<file path="src/rtl/bcd_pkg.sv">
// Shared definitions for the sequential BCD-to-binary converter:
// digit geometry, correction constants, FSM state type and a helper
// that sizes the binary result for a given digit count.
package bcd_pkg;

   localparam int unsigned            DIGIT_W    = 4;
   localparam logic [DIGIT_W-1:0]     DIGIT_MAX  = 4'd9;
   localparam logic [DIGIT_W-1:0]     ADJ_THRESH = 4'd8;
   localparam logic [DIGIT_W-1:0]     ADJ_SUB    = 4'd3;

   typedef enum logic [1:0] {
      IDLE  = 2'd0,
      SHIFT = 2'd1,
      DONE  = 2'd2
   } state_t;

   // Smallest width w with 2^w >= 10^n_digits.
   function automatic int unsigned min_bin_w(input int unsigned n_digits);
      longint unsigned span;
      int unsigned     w;
      span = 64'd1;
      w    = 0;
      for (int unsigned i = 0; i < n_digits; i++)
         span = span * (64'(DIGIT_MAX) + 64'd1);
      for (int unsigned b = 0; b < 64; b++)
         if ((64'd1 << b) < span) w = w + 1;
      return w;
   endfunction

endpackage

</file>
<file path="src/rtl/bcd_digit_adj.sv">
// Per-digit correction for reverse double-dabble: a digit that picked up
// a half-weight bit (value >= 8) after the right shift is pulled back by 3.
module bcd_digit_adj
   import bcd_pkg::*;
(
   input  logic [DIGIT_W-1:0] digit_i,
   output logic [DIGIT_W-1:0] digit_o
);

   // Correction never underflows because it only applies at >= 8.
   assign digit_o = (digit_i >= ADJ_THRESH) ? (digit_i - ADJ_SUB) : digit_i;

endmodule

</file>
<file path="src/rtl/bcd_to_bin_seq.sv">
// Sequential BCD-to-binary converter, one shift/correct step per clock.
// Optional build macro BCD_TO_BIN_CHECK_EN: reject operands containing a
// digit above 9 at acceptance (err=1, bin_out=0, done on the next cycle).
//
// state | meaning
// ------+---------------------------------------------------------------
// IDLE  | waiting for start; operand captured on the accepting edge
// SHIFT | one shift-right + digit correction per cycle, BIN_W cycles
// DONE  | done pulse for one cycle, start ignored, then back to IDLE
module bcd_to_bin_seq
   import bcd_pkg::*;
#(
   parameter int unsigned N_DIGITS = 2,
   parameter int unsigned BIN_W    = min_bin_w(N_DIGITS)
) (
   input  logic                        clk,
   input  logic                        rst_n,
   input  logic                        start,
   input  logic [DIGIT_W*N_DIGITS-1:0] bcd_in,
   output logic                        busy,
   output logic                        done,
   output logic [BIN_W-1:0]            bin_out,
   output logic                        err
);

   localparam int unsigned BCD_W    = DIGIT_W * N_DIGITS;
   localparam int unsigned CNT_W    = $clog2(BIN_W + 1);
   localparam logic [CNT_W-1:0] CNT_LAST = CNT_W'(BIN_W - 1);

   state_t             state_q;
   logic [BCD_W-1:0]   bcd_q;
   logic [BIN_W-1:0]   bin_q;
   logic [CNT_W-1:0]   cnt_q;
   logic               busy_q;
   logic               done_q;
   logic [BIN_W-1:0]   bin_out_q;

   logic [BCD_W+BIN_W-1:0] shifted;
   logic [BCD_W-1:0]       bcd_shift;
   logic [BCD_W-1:0]       bcd_d;
   logic [BIN_W-1:0]       bin_d;

   // The bcd LSB falls into the binary MSB on every shift.
   assign shifted   = {bcd_q, bin_q} >> 1;
   assign bcd_shift = shifted[BCD_W+BIN_W-1:BIN_W];
   assign bin_d     = shifted[BIN_W-1:0];

   for (genvar g = 0; g < N_DIGITS; g++) begin : g_adj
      bcd_digit_adj u_adj (
         .digit_i (bcd_shift[g*DIGIT_W +: DIGIT_W]),
         .digit_o (bcd_d[g*DIGIT_W +: DIGIT_W])
      );
   end

`ifdef BCD_TO_BIN_CHECK_EN
   logic err_q;
   logic bad_digit;

   // Flags any operand digit outside 0..9 at the input pins.
   always_comb begin
      bad_digit = 1'b0;
      for (int unsigned i = 0; i < N_DIGITS; i++)
         if (bcd_in[i*DIGIT_W +: DIGIT_W] > DIGIT_MAX) bad_digit = 1'b1;
   end

   assign err = err_q;
`else
   assign err = 1'b0;
`endif

   // Control FSM, iteration counter, datapath and registered outputs.
   always_ff @(posedge clk or negedge rst_n) begin
      if (!rst_n) begin
         state_q   <= IDLE;
         bcd_q     <= '0;
         bin_q     <= '0;
         cnt_q     <= '0;
         busy_q    <= 1'b0;
         done_q    <= 1'b0;
         bin_out_q <= '0;
`ifdef BCD_TO_BIN_CHECK_EN
         err_q     <= 1'b0;
`endif
      end else begin
         done_q <= 1'b0;
         case (state_q)
            IDLE: begin
               if (start) begin
                  bcd_q   <= bcd_in;
                  bin_q   <= '0;
                  cnt_q   <= '0;
                  busy_q  <= 1'b1;
                  state_q <= SHIFT;
`ifdef BCD_TO_BIN_CHECK_EN
                  // Rejected operands skip the shift phase entirely.
                  if (bad_digit) begin
                     busy_q    <= 1'b0;
                     done_q    <= 1'b1;
                     bin_out_q <= '0;
                     err_q     <= 1'b1;
                     state_q   <= DONE;
                  end
`endif
               end
            end
            SHIFT: begin
               bcd_q <= bcd_d;
               bin_q <= bin_d;
               cnt_q <= cnt_q + 1'b1;
               if (cnt_q == CNT_LAST) begin
                  bin_out_q <= bin_d;
                  busy_q    <= 1'b0;
                  done_q    <= 1'b1;
`ifdef BCD_TO_BIN_CHECK_EN
                  err_q     <= 1'b0;
`endif
                  state_q   <= DONE;
               end
            end
            DONE: begin
               state_q <= IDLE;
            end
            default: begin
               state_q <= IDLE;
            end
         endcase
      end
   end

   assign busy    = busy_q;
   assign done    = done_q;
   assign bin_out = bin_out_q;

endmodule

</file>
<file path="config.mk">
export PLATFORM = sky130hd
export DESIGN_NAME = bcd_to_bin_seq
export DESIGN_NICKNAME = d
export VERILOG_FILES = /design/src/rtl/bcd_pkg.sv /design/src/rtl/bcd_digit_adj.sv /design/src/rtl/bcd_to_bin_seq.sv
export SDC_FILE = /design/constraint.sdc
export NUM_CORES = 1
export LEC_CHECK = 0
export ABC_AREA = 1
export CORE_ASPECT_RATIO = 0.6
export CORE_MARGIN = 3
export CORE_UTILIZATION = 56
export CTS_CLUSTER_DIAMETER = 50
export DETAILED_ROUTE_END_ITERATION = 6
export PLACE_DENSITY = 0.91
export SKIP_LAST_GASP = 1
export SYNTH_ARGS = -nofsm -noshare
export SYNTH_HDL_FRONTEND = slang
export SYNTH_SLANG_ARGS = --single-unit
</file>
<file path="constraint.sdc">
create_clock -name clk -period 3.3 [get_ports clk]
set_input_delay 0.33 -clock clk [delete_from_list [all_inputs] [get_ports clk]]
set_output_delay 0.33 -clock clk [all_outputs]
set_load 0.02 [all_outputs]
</file>
### Nets reached from selected ports

(6 px per µm)
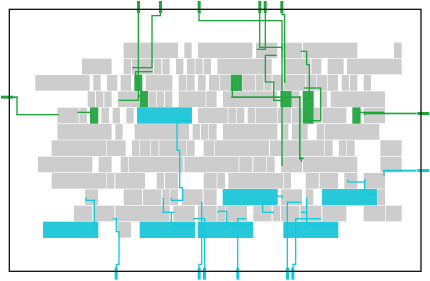
legend:
  green:
    port: bcd_in
    bits: 8
    direction: input
    edge: 6 top, 1 right, 1 left
    end_cells: 8
    buffers: 8
    wire: 192 µm
  cyan:
    port: bin_out
    bits: 7
    direction: output
    edge: 6 bottom, 1 right
    end_cells: 7
    buffers: 7
    wire: 141 µm

### Track usage over the die

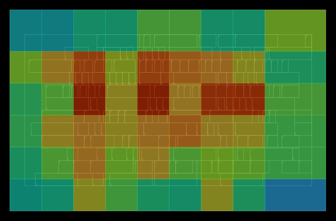
utilization after layout: 0.765
met2 Use GR: 0.332
met3 Use GR: 0.0751
All-Layer GR Usage: 0.203
met1 usage: 0.254

### Gate-type map

(6 px per µm)
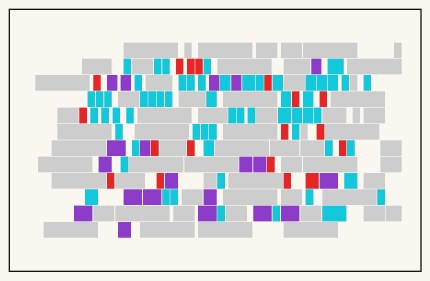
legend:
  purple:
    family: inverting AOI/OAI gates
    cells: 20
  red:
    family: inverters
    cells: 18
  cyan:
    family: NAND gates
    cells: 59

==> results_slide.txt <==
Physical Implementation Snapshot

GRT
  • Antenna violations before repair: 0
  • Remaining Overflow, GRT: 0

Synth
  • Mapped Cells: ~140
  • Mux cell area share: 0
  • AO/OA Area Share: 0.105
  • Yosys cell count: 141
  • Synth Cell Area: roughly 1300 µm²
  • Post-synth regs: 28
  • Comb area leader: simple AND/OR/NAND/NOR gates
  • Synth warn: 0

Floorplan
  • Die area: 2970 µm²
  • Die width: just under 70 µm
  • DIE HEIGHT: about 43 µm
  • Core Region: 2030 µm²
  • IO Pins: 21

Final timing
  • Hold Fails Final Rpt: 0
  • Count of final setup violators: 0
  • Slew Viols, Final: 0
  • Final period utilization: 0.479

Pwr
  • Power in combinational cells: 0.658 mW
  • Total power: 1.47 mW
  • Max power group: combinational cells
  • Clock power share: 0.143
  • Static Leak: 0.758 nW
  • Sw frac: 0.414
  • Sequential power: approximately 0.60 mW

Setup path
  • Crit path capture type: primary output
  • Register-to-register setup slack: 1.92 ns
  • Critical path, cell by cell: clkdlybuf4s50_1
  • CP Class: reg -> out
  • Critical Path Start: bin_out[1]
  • Worst path max stage delay: 0.61 ns

Clock tree
  • CTS tree: done
  • Max Root-Sink Buffers: 2
  • CTS Buf Count: 3
  • H-tree Lvls: 1

Cells and area
  • Layout cells sized above 1: 0.161
  • Post-route cell area: between 1500 and 2000 µm²
  • Area added between synthesis and finish: 18.6%

Run status
  • Status: finished, final reports clean

Placement
  • Placed cell count: between 150 and 200

Routing
  • Drt drc: 0
### Wire density map

(6 px per µm) The die is cut into 14 by 9 equal tiles; white is low, dark blue is high, scaled to the fullest tile. Values are wire area over tile area, all layers added.
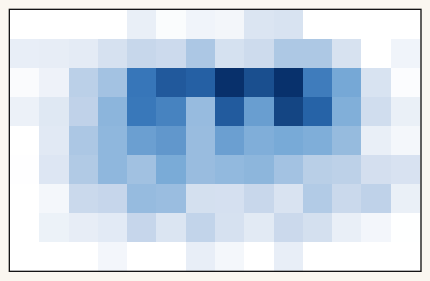
tiles over half the peak: 14%
densest ninth of the die: middle
fullest tile: 0.56
nearly empty tiles: 20%
mean over tiles: 0.14
emptiest ninth of the die: bottom left
detailed-route via count: 999
WL/cell: 14.0 µm
final WL: 2640 µm

### Clock distribution

(6 px per µm)
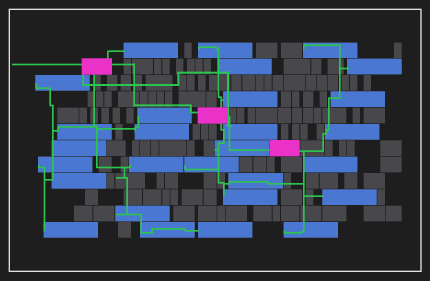
legend:
  magenta:
    item: cells driving clock nets
    count: 3
  green:
    item: clock wires
    length: 305 µm
  blue:
    item: flip-flops
    count: 28
routed clock nets: 4
flops lie: all over the die

-- area by class of cell --
type,count,area [µm²]
Sequential cell,28,701
Multi-Input combinational cell,91,492
Fill cell,132,477
Timing Repair Buffer,20,198
Inverter,18,70.1
Clock buffer,4,55.1
Tap cell,28,35.0
-- cells by family after synthesis --
| family | Yosys count |
|---|---|
| buffers and inverters | 22 |
| other | 1 |
| AOI/OAI and AO/OA | 20 |
| adders and majority gates | 4 |
| and+or+nand+nor | 66 |
| DFF | 28 |
-- placed cells by master (no fill, tap or decap) --
cell | Yosys | final
clkbuf_8 | 0 | 4
inv_2 | 4 | 4
nor2_4 | 2 | 2
o21ai_0 | 2 | 2
buf_4 | 1 | 1
or2_2 | 1 | 1
inv_4 | 1 | 1
a21oi_1 | 1 | 1
nand3_1 | 11 | 11
nand2_1 | 42 | 42
inv_1 | 13 | 13
nand2_2 | 4 | 4
o21ai_1 | 3 | 3
nor2_1 | 4 | 4
o22ai_1 | 6 | 6
clkdlybuf4s50_1 | 0 | 19
conb_1 | 1 | 1
ha_1 | 4 | 4
nand2_4 | 1 | 1
dfrtp_1 | 28 | 28
nand3b_1 | 1 | 1
o21ai_2 | 8 | 8
-- per-stage QoR --
stage / hold WS [ns] / worst slack, ns
3_3_place_gp: 0.456 / 1.81
2_1_floorplan: 0.0344 / 2.06
5_1_grt: 0.441 / 1.66
6_report: 0.419 / 1.72
4_1_cts: 0.426 / 1.71
3_5_place_dp: 0.467 / 1.76
-- routing by layer --
layer	track usage	up-vias	part of all wire
li1	-	482	-
met5	0	-	0
met1	0.254	478	0.43
met3	0.0751	8	0.061
met4	0.0553	0	0.010
met2	0.332	31	0.49
-- sequential cells by signal, summed over array words and instances (netlist names) --
name     flops
bcd_q        8
bin_out      7
bin_q        6
busy         1
cnt_q        3
done         1
state_q      2
Power figures rest on the tool's default switching activity, not on a simulated workload.
